File: config.mk
export PLATFORM = sky130hd
export DESIGN_NAME = vc_rr_arbiter
export DESIGN_NICKNAME = d
export VERILOG_FILES = /design/src/rtl/vc_rr_arbiter.sv
export SDC_FILE = /design/constraint.sdc
export NUM_CORES = 1
export LEC_CHECK = 0
export CAP_MARGIN = 20
export CORE_ASPECT_RATIO = 0.6
export CORE_UTILIZATION = 45
export CTS_BUF_LIST = sky130_fd_sc_hd__clkbuf_16
export DETAILED_ROUTE_END_ITERATION = 10
export HOLD_SLACK_MARGIN = 0.12
export PLACE_DENSITY = 0.75
export SLEW_MARGIN = 30
export SYNTH_ARGS = -nofsm -noshare
export SYNTH_HDL_FRONTEND = slang
export SYNTH_SLANG_ARGS = --single-unit
File: constraint.sdc
create_clock -name clk -period 2.8 [get_ports clk]
set_clock_uncertainty 0.05 [all_clocks]
set_input_delay 0.56 -clock clk [delete_from_list [all_inputs] [get_ports clk]]
set_output_delay 0.56 -clock clk [all_outputs]
set_load 0.05 [all_outputs]
File: src/rtl/vc_rr_arbiter.sv
// Round-robin merge of NUM_PORTS credit-based slave ports onto one valid/ready master port.
// Each slave owns a CREDIT_NUM-deep buffer and a private credit-return pulse.
module vc_rr_arbiter #(
   parameter int unsigned NUM_PORTS  = 4,
   parameter int unsigned DATA_WIDTH = 8,
   parameter int unsigned CREDIT_NUM = 2
) (
   input  logic                            clk,
   input  logic                            rst,
   input  logic [NUM_PORTS*DATA_WIDTH-1:0] s_data_i,
   input  logic [NUM_PORTS-1:0]            s_valid_i,
   output logic [NUM_PORTS-1:0]            s_credit_o,
   output logic [DATA_WIDTH-1:0]           m_data_o,
   output logic [$clog2(NUM_PORTS)-1:0]    m_id_o,
   output logic                            m_valid_o,
   input  logic                            m_ready_i,
   output logic [NUM_PORTS-1:0]            ovf_err_o
);

   localparam int unsigned ID_WIDTH = $clog2(NUM_PORTS);
   localparam int unsigned CNT_W    = $clog2(CREDIT_NUM + 1);
   localparam int unsigned PTR_W    = (CREDIT_NUM > 1) ? $clog2(CREDIT_NUM) : 1;

   logic [DATA_WIDTH-1:0] mem_q [NUM_PORTS][CREDIT_NUM];
   logic [PTR_W-1:0]      wr_ptr_q [NUM_PORTS];
   logic [PTR_W-1:0]      wr_ptr_d [NUM_PORTS];
   logic [PTR_W-1:0]      rd_ptr_q [NUM_PORTS];
   logic [PTR_W-1:0]      rd_ptr_d [NUM_PORTS];
   logic [CNT_W-1:0]      cnt_q    [NUM_PORTS];
   logic [CNT_W-1:0]      cnt_d    [NUM_PORTS];
   logic [CNT_W-1:0]      pend_q   [NUM_PORTS];
   logic [CNT_W-1:0]      pend_d   [NUM_PORTS];

   logic [NUM_PORTS-1:0] credit_q, credit_d;
   logic [NUM_PORTS-1:0] ovf_q, ovf_d;
   logic [ID_WIDTH-1:0]  arb_ptr_q, arb_ptr_d;
   logic                 lock_q, lock_d;
   logic [ID_WIDTH-1:0]  lock_id_q, lock_id_d;

   logic [NUM_PORTS-1:0] req, push, pop;
   logic [ID_WIDTH-1:0]  grant;
   logic                 found;
   logic                 hs;

   always_comb begin
      for (int i = 0; i < NUM_PORTS; i++) begin
         req[i] = (cnt_q[i] != '0);
      end
   end

   // Locked grant overrides the search so a stalled beat cannot be pre-empted.
   always_comb begin
      int unsigned idx;
      found = 1'b0;
      grant = '0;
      idx   = 0;
      for (int k = 0; k < NUM_PORTS; k++) begin
         idx = (int'(arb_ptr_q) + k) % NUM_PORTS;
         if (!found && req[idx]) begin
            found = 1'b1;
            grant = ID_WIDTH'(idx);
         end
      end
      if (lock_q) begin
         grant = lock_id_q;
      end
   end

   assign m_valid_o  = |req;
   assign m_id_o     = m_valid_o ? grant : '0;
   assign m_data_o   = m_valid_o ? mem_q[grant][rd_ptr_q[grant]] : '0;
   assign hs         = m_valid_o && m_ready_i;
   assign s_credit_o = credit_q;
   assign ovf_err_o  = ovf_q;

   always_comb begin
      for (int i = 0; i < NUM_PORTS; i++) begin
         pop[i]  = hs && (grant == ID_WIDTH'(i));
         push[i] = s_valid_i[i] && ((cnt_q[i] != CNT_W'(CREDIT_NUM)) || pop[i]);
      end
   end

   always_comb begin
      wr_ptr_d = wr_ptr_q;
      rd_ptr_d = rd_ptr_q;
      cnt_d    = cnt_q;
      pend_d   = pend_q;
      credit_d = '0;
      ovf_d    = ovf_q | (s_valid_i & ~push);
      for (int i = 0; i < NUM_PORTS; i++) begin
         if (push[i]) begin
            wr_ptr_d[i] = (wr_ptr_q[i] == PTR_W'(CREDIT_NUM - 1)) ? '0 : wr_ptr_q[i] + PTR_W'(1);
         end
         if (pop[i]) begin
            rd_ptr_d[i] = (rd_ptr_q[i] == PTR_W'(CREDIT_NUM - 1)) ? '0 : rd_ptr_q[i] + PTR_W'(1);
         end
         cnt_d[i]    = cnt_q[i] + CNT_W'(push[i]) - CNT_W'(pop[i]);
         credit_d[i] = (pend_q[i] != '0);
         pend_d[i]   = pend_q[i] + CNT_W'(pop[i]) - CNT_W'(pend_q[i] != '0);
      end
   end

   always_comb begin
      arb_ptr_d = arb_ptr_q;
      if (hs) begin
         arb_ptr_d = (grant == ID_WIDTH'(NUM_PORTS - 1)) ? '0 : grant + ID_WIDTH'(1);
      end
      lock_d    = m_valid_o && !m_ready_i;
      lock_id_d = grant;
   end

   // Beat storage carries no reset; occupancy counters gate every read.
   always_ff @(posedge clk) begin
      for (int i = 0; i < NUM_PORTS; i++) begin
         if (push[i]) begin
            mem_q[i][wr_ptr_q[i]] <= s_data_i[i*DATA_WIDTH +: DATA_WIDTH];
         end
      end
   end

   always_ff @(posedge clk or posedge rst) begin
      if (rst) begin
         for (int i = 0; i < NUM_PORTS; i++) begin
            wr_ptr_q[i] <= '0;
            rd_ptr_q[i] <= '0;
            cnt_q[i]    <= '0;
            pend_q[i]   <= CNT_W'(CREDIT_NUM);
         end
         credit_q  <= '0;
         ovf_q     <= '0;
         arb_ptr_q <= '0;
         lock_q    <= 1'b0;
         lock_id_q <= '0;
      end else begin
         wr_ptr_q  <= wr_ptr_d;
         rd_ptr_q  <= rd_ptr_d;
         cnt_q     <= cnt_d;
         pend_q    <= pend_d;
         credit_q  <= credit_d;
         ovf_q     <= ovf_d;
         arb_ptr_q <= arb_ptr_d;
         lock_q    <= lock_d;
         lock_id_q <= lock_id_d;
      end
   end

endmodule

==> run notes, run 1 <==
flow finished, numbers: WS Path Type flop to primary output, Max Clk Rate 0.332 GHz, Post-synth EDFFs 64, Die H 79.7 um, Post-synth area hogs edfxtp_1, dfrtp_1, ha_1, Slew Limit Fails 0, pwr/cell area 1280 nW/um2, # hold bufs at CTS 0, total die area 10500 um2, Synth Register Bits 101, layout cell share with drive strength beyond 1 30.4%, total of max-cap violations 0, net count entering floorplan 390, Layout area overhead 33.5%, total power 7.73 mW, count leader, synth edfxtp_1, gr usage total 20.1%, clk sinks 101, initial DRC count 283, Simple-Gate Fraction of Synth Area 7.41%, final setup fails 9, Slew @ Worst Pin 0.634 ns, post-layout util 63.9%, total wire length 9580 um, Reg clk slew, reported paths 0.07 ns, Mapped Area 4530 um2, area share, top type 42.5%, floorplan utilization 47.8%, minimum clock period 3.01 ns, failing checks setup timing, MUX share of area 5.53%, unrepaired setup endpoints after global routing true, Synth area leader edfxtp_1, status complete, but fails checks, Required @ worst endpoint 2.19 ns, routability cong. 0.895, Synth Seq Share 63.0%, Critical Path Start cnt_q[4]$_DFF_PP0_, yosys stat chip area 4530 um2, Rows 27, Final WS setup -0.212 ns, Mapped Avg Cell Area 13.5 um2, Hold Crit Class flop to flop, total global routing overflow 0, Max VDD drop 0.000802 V, multi-input logic area 1710 um2, cycle use final 108%, Synth logic family AND-OR/OR-AND gates, total CTS buffers 9, Syn. warnings 0, critical path endpoint category primary output, largest net degree at the start of global routing 38, Yosys Instances 334, Flop area 2860 um2, via/cell ratio 5.28, Startpoint Class flop, Hold Slack 0.411 ns, root buffer cell clkbuf_16, CTS tree yes, placed insts 533, Clock Path Buffers 2, max_slew headroom 57.7%, Combinational Power Share 52.0%, first-pass GRT wire length 15700 um, # DRC 0, ao+oa area frac 10.9%
==> run 1: stage by stage <==
stage | setup TNS, ns | worst slack, ns | cell area (um2)
2_1_floorplan | -1.97 | -0.179 | 4600
3_3_place_gp | 0 | 0.0449 | 5460
3_5_place_dp | -0.0749 | -0.0749 | 5460
4_1_cts | -1.05 | -0.174 | 5950
5_1_grt | -2.89 | -0.293 | 6040
6_report | -1.50 | -0.212 | 6040
==> run 1: flip-flops by register name, indices dropped and copies added, names as in the netlist <==
name / cells
mem_q: 64
cnt_q: 8
pend_q: 8
ovf_err_o: 4
rd_ptr_q: 4
s_credit_o: 4
wr_ptr_q: 4
arb_ptr_q: 2
lock_id_q: 2
lock_q: 1
==> run 1: cell type report <==
type	instances	share of cell area, %
well taps	130	2.69
clock buffers	9	3.73
clock inverters	7	0.932
flip-flops and latches	101	47.3
inverters	28	1.74
multi-input cells	192	28.4
repair buffers	97	15.2
==> run 1: what timing repair did <==
action,CTS,global route
gates resized,32,15
setup endpoints to repair,10,51
pin swaps,6,7
hold endpoints to repair,0,0
cloned,2,0
buffers inserted,10,3
==> run 1: path summary, 6_finish.rpt <==
kind,end,slack (ns),cells after the start
max,m_data_o[1],-0.21,9
min,ovf_err_o[3]$_DFF_PP0_,0.41,1
max reg2reg,cnt_q[1]$_DFF_PP0_,-0.14,15
min reg2reg,ovf_err_o[3]$_DFF_PP0_,0.41,1
max in group asynchronous,cnt_q[3]$_DFF_PP0_,1.76,3
min in group asynchronous,pend_q[4]$_DFF_PP0_,0.58,3
==> run 1: cell usage in the layout (no fill, tap or decap), types with 4 or more instances in the layout <==
cell / netlist / layout
o211ai_1: 8 / 8
nor2_1: 16 / 14
inv_1: 27 / 25
nor2b_1: 9 / 9
a211o_1: 9 / 8
buf_6: 2 / 14
buf_4: 0 / 35
mux2i_1: 16 / 16
clkbuf_16: 0 / 9
mux2_2: 8 / 8
dfrtp_1: 33 / 30
or2_2: 4 / 4
xnor2_1: 23 / 20
o21ai_0: 12 / 9
dfstp_2: 4 / 4
a221oi_2: 0 / 5
o21ai_2: 3 / 5
edfxtp_1: 64 / 64
nand2_1: 10 / 9
ha_1: 17 / 14
a21oi_2: 0 / 10
clkdlybuf4s50_1: 0 / 46
==> run 1: per-layer routing <==
layer  global-route usage, %  up-vias  part of all wire, %
li1                        -     1403                    -
met2                    30.9       98                   46
met5                       0        -                    0
met4                    4.42        0                 0.78
met1                    27.5     1467                   46
met3                    6.86       11                  7.9
==> run 1: power by group through the flow <==
stage	Clock (mW)	Combinational (mW)	Sequential, mW
floorplan	0	2.46	2.43
global placement	0	3.37	2.50
detailed placement	0	3.46	2.53
CTS	1.21	3.86	2.51
global route	1.27	4.34	2.58
finish	1.18	4.02	2.53
==> run 1: worst max-delay path, stage by stage, from the launching register on <==
cell	delay [ns]
dfrtp_1	0.40
buf_6	0.13
nor4_4	0.31
o21ai_2	0.09
a21oi_2	0.20
o31ai_4	0.13
buf_6	0.18
a211o_1	0.25
a21oi_2	0.18
buf_6	0.18
Figure 1. Routing congestion (run 1).
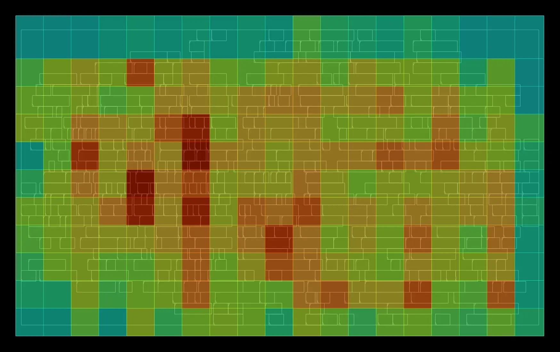
GR Layer Usage met1: 27.5%
layer with the highest usage: met2
grt met3 use: 6.86%
wire length per cell: 17.0 um

Figure 2. Signal metal coverage by tile (run 1).
The bar under the picture is 50 um long. 26 x 16 tiles, from dark purple (low) to yellow (high), scaled to the fullest tile. Values are wire area over tile area, all layers added.
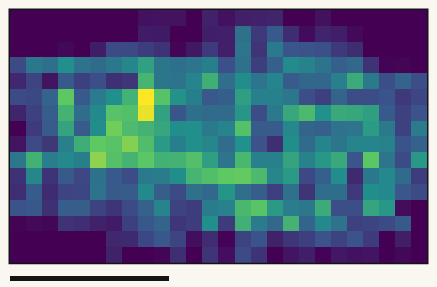
tiles over half the peak	16%
nearly empty tiles	17%
mean over tiles	0.15

Figure 3. Cells by drive strength (run 1).
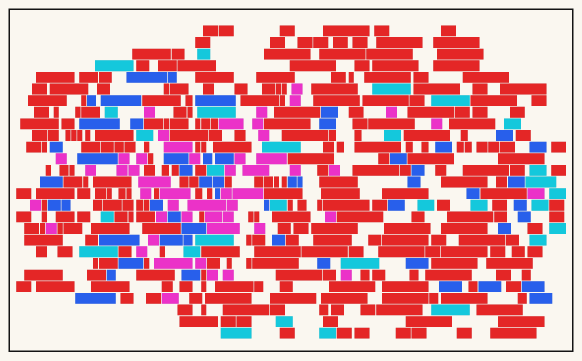
color	size	cells
cyan	drive 6 and up	29
blue	drive 2	53
magenta	drive 3 to 4	50
red	drive 1 or less	302
nonclk buf count: 97
Final WS setup: -0.212 ns
design area: 6040 um2

Figure 4. Port wiring (run 1).
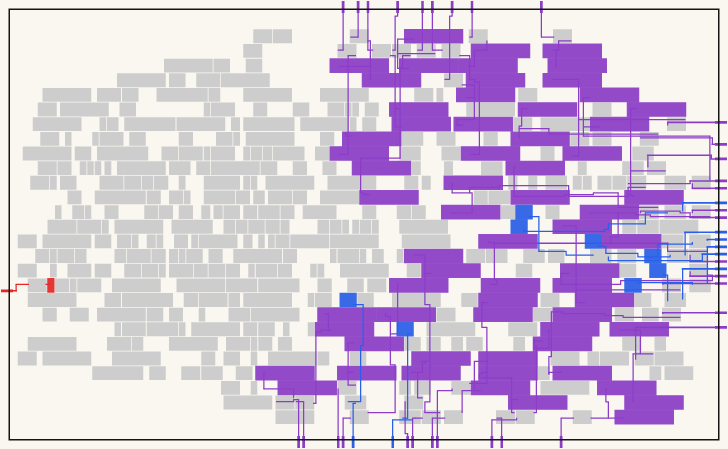
color	port	direction	end cells	buffers	wire
purple	s_data_i	input	64	32	1110 um
blue	m_data_o	output	8	8	205 um
red	rst	input	1	1	4.80 um
Top Ports: 58
IO buf count: 57

==> run 1 -> run 2 <==
--- a/config.mk
+++ b/config.mk
@@ -5,13 +5,13 @@
 export SDC_FILE = /design/constraint.sdc
 export NUM_CORES = 1
 export LEC_CHECK = 0
-export CAP_MARGIN = 20
+export CAP_MARGIN = 15
 export CORE_ASPECT_RATIO = 0.6
-export CORE_UTILIZATION = 45
+export CORE_UTILIZATION = 30
 export CTS_BUF_LIST = sky130_fd_sc_hd__clkbuf_16
 export DETAILED_ROUTE_END_ITERATION = 10
 export HOLD_SLACK_MARGIN = 0.12
-export PLACE_DENSITY = 0.75
+export PLACE_DENSITY = 0.54
 export SLEW_MARGIN = 30
 export SYNTH_ARGS = -nofsm -noshare
 export SYNTH_HDL_FRONTEND = slang
==> constraint.sdc (replaced) <==
create_clock -name clk -period 3.6 [get_ports clk]
set_clock_uncertainty 0.05 [all_clocks]
set_input_delay 0.72 -clock clk [delete_from_list [all_inputs] [get_ports clk]]
set_output_delay 0.72 -clock clk [all_outputs]
set_load 0.05 [all_outputs]
Figure 5. Port wiring (run 2).
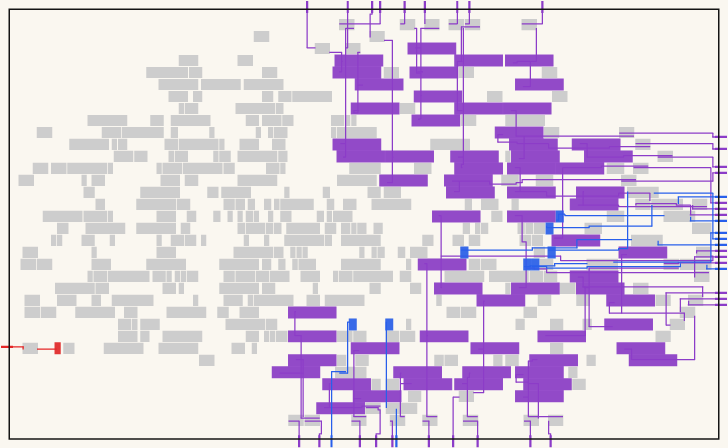
color	port	direction	end cells	buffers	wire
purple	s_data_i	input	64	32	1320 um
blue	m_data_o	output	8	8	323 um
red	rst	input	1	1	7.40 um

Figure 6. Routing congestion (run 2).
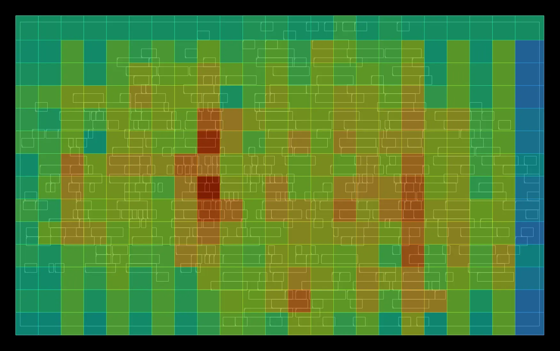
grt met3 use: 3.54%
GR Layer Usage met1: 20.9%
wire length per cell: 16.4 um
layer with the highest usage: met1

Figure 7. Signal metal coverage by tile (run 2).
The bar under the picture is 50 um long. 32 x 19 tiles, from dark purple (low) to yellow (high), scaled to the fullest tile. Values are wire area over tile area, all layers added.
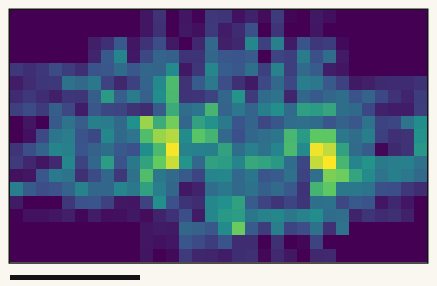
tiles over half the peak	9.4%
nearly empty tiles	23%
emptiest ninth of the die	north-east
fullest tile	0.42
total wire length: 9880 um
gr usage total: 13.7%

==> run 2 against run 1 <==
Effect of this change:
- the run now ends clean
- largest power group unchanged
- sequential cell count stayed put
- sequential share of layout area is 2.4 points higher
- power is 27% lower
- hold slack worse by 0.0025 ns
- worst setup slack better by 0.37 ns
- sequential power is 22% lower
- routed wire length is 3.1% higher
==> run notes, run 2 <==
flow finished, numbers: status finished, final reports clean, # DRC 0 (unchanged), largest net degree at the start of global routing 38 (unchanged), clk sinks 101 (unchanged), delay-heaviest family, CP AND-OR/OR-AND gates, net count entering floorplan 390 (unchanged), total of max-cap violations 0 (unchanged), Place WS 0.191 ns (+0.266 ns), WS Path Type flop to primary output, Setup TNS 0 ns (+1.50 ns), initial DRC count 153 (-46%), root buffer cell clkbuf_16, Final WS setup 0.155 ns (+0.367 ns), Reg clk slew, reported paths 0.06 ns (about the same), max reg flops 64 (unchanged), total die area 15600 um2 (+49%), Slew Limit Fails 0 (unchanged), most frequent cells in the layout edfxtp_1, clkdlybuf4s50_1, dfrtp_1, count leader, synth edfxtp_1, CP max stage delay 0.48 ns (+0.08 ns), layout cell share with drive strength beyond 1 15.8% (-15 points), CP dominant cell by count a211o_1, area share, top type 42.5% (unchanged), unrepaired setup endpoints after global routing true, Post-synth area hogs edfxtp_1, dfrtp_1, ha_1, total CTS buffers 9 (unchanged), Hold Path Depth 1 (unchanged), final setup fails 0 (-9), critical path endpoint category primary output, Mapped Avg Cell Area 13.5 um2 (unchanged), Mapped Area 4530 um2 (unchanged), Max Clk Rate 0.290 GHz, floorplan utilization 31.0% (-17 points), Synth Register Bits 101 (unchanged), Synth Seq Share 63.0% (unchanged), minimum clock period 3.45 ns, Worst R2R Setup Slack 0.36 ns (+0.50 ns), cycle use final 95.7%, via/cell ratio 4.59 (-13%), Slew @ Worst Pin 0.737 ns (+0.103 ns), Clock Path Buffers 2 (unchanged), Max VDD drop 0.000523 V (-35%), max_slew headroom 50.7% (-7.0 points), Combinational Power Share 49.6% (-2.4 points), critical path depth 6 (-3), Flop area 2850 um2 (-0.13%), first-pass GRT wire length 16000 um (+1.8%), Startpoint Class flop, yosys stat chip area 4530 um2 (unchanged), multi-input logic area 1540 um2 (-10%)
run 2: cell count changes in the layout (fill, tap and decap cells not counted), sizes merged:
cell and change:
buf -32, clkinv +3, inv -2, clkdlybuf4s50 +1, clkinvlp -1, dlygate4sd2 +1, dlymetal6s2s +1
run 2: routing by layer:
layer	track usage [%]	up-vias	wire length [um]
met5	0	-	0
met4	3.08	0	86
met3	3.54	7	395
met2	19.0	63	4050
met1	20.9	1362	5350
li1	-	1335	-
run 2: what timing repair did:
action                     in CTS  in global routing
pin swaps                       0                  1
setup endpoints to repair       9                  9
gates resized                   3                  4
buffers inserted                0                  2
run 2: kinds of logic after synthesis:
group / count (synthesis) / synth area share [%]
flip-flops: 101 / 63.0
AND-OR/OR-AND: 68 / 10.9
AND/OR/NAND/NOR: 59 / 7.41
buffers and inverters: 41 / 3.79
XOR/XNOR: 24 / 4.64
multiplexers: 24 / 5.53
adder cells (fa/ha/maj): 17 / 4.70
run 2: worst reg2reg max path: cells and delay by family, from the launching register on:
kind,cells,cell delay (ns)
simple gates,5,1.04
fa+ha+maj,3,0.62
compound gates,2,0.59
flops,1,0.41
xor+xnor,2,0.32
buf+inv,2,0.13
run 2: through the flow:
| stage | power [mW] | util (%) | instances | instance area (um2) | hold WS (ns) |
|---|---|---|---|---|---|
| 2_1_floorplan | 3.71 | - | 334 | 4530 | 0.411 |
| 3_3_place_gp | 4.69 | 37.2 | 585 | 5430 | 0.398 |
| 3_5_place_dp | 4.75 | 37.2 | 585 | 5430 | 0.398 |
| 4_1_cts | 5.64 | 39.1 | 601 | 5700 | 0.413 |
| 5_1_grt | 5.98 | 39.4 | 603 | 5740 | 0.434 |
| 6_report | 5.61 | 39.4 | 603 | 5740 | 0.408 |
run 2: final timing paths:
| check | endpoint | start |
|---|---|---|
| setup / recovery | m_data_o[0] | cnt_q[0]$_DFF_PP0_ |
| hold / removal | ovf_err_o[2]$_DFF_PP0_ | ovf_err_o[2]$_DFF_PP0_ |
| setup reg to reg | cnt_q[1]$_DFF_PP0_ | cnt_q[5]$_DFF_PP0_ |
| hold reg to reg | ovf_err_o[2]$_DFF_PP0_ | ovf_err_o[2]$_DFF_PP0_ |
| max in group asynchronous | pend_q[3]$_DFF_PP1_ | rst |
| min in group asynchronous | pend_q[0]$_DFF_PP0_ | rst |
run 2: layout make-up:
| type | count | share of cell area, % |
|---|---|---|
| Clock buffer | 9 | 3.92 |
| Clock inverter | 7 | 0.653 |
| Inverter | 28 | 1.83 |
| Multi-Input combinational cell | 192 | 26.8 |
| Sequential cell | 101 | 49.7 |
| Tap cell | 198 | 4.31 |
| Timing Repair Buffer | 68 | 12.8 |
run 2: power groups by stage:
stage | registers, mW | clock network (mW) | logic, mW
2_1_floorplan | 1.89 | 0 | 1.82
3_3_place_gp | 1.96 | 0 | 2.73
3_5_place_dp | 1.98 | 0 | 2.77
4_1_cts | 1.96 | 0.889 | 2.80
5_1_grt | 2.02 | 0.936 | 3.03
6_report | 1.97 | 0.861 | 2.78
No activity file was given, so power comes from the tool's default toggle rates.
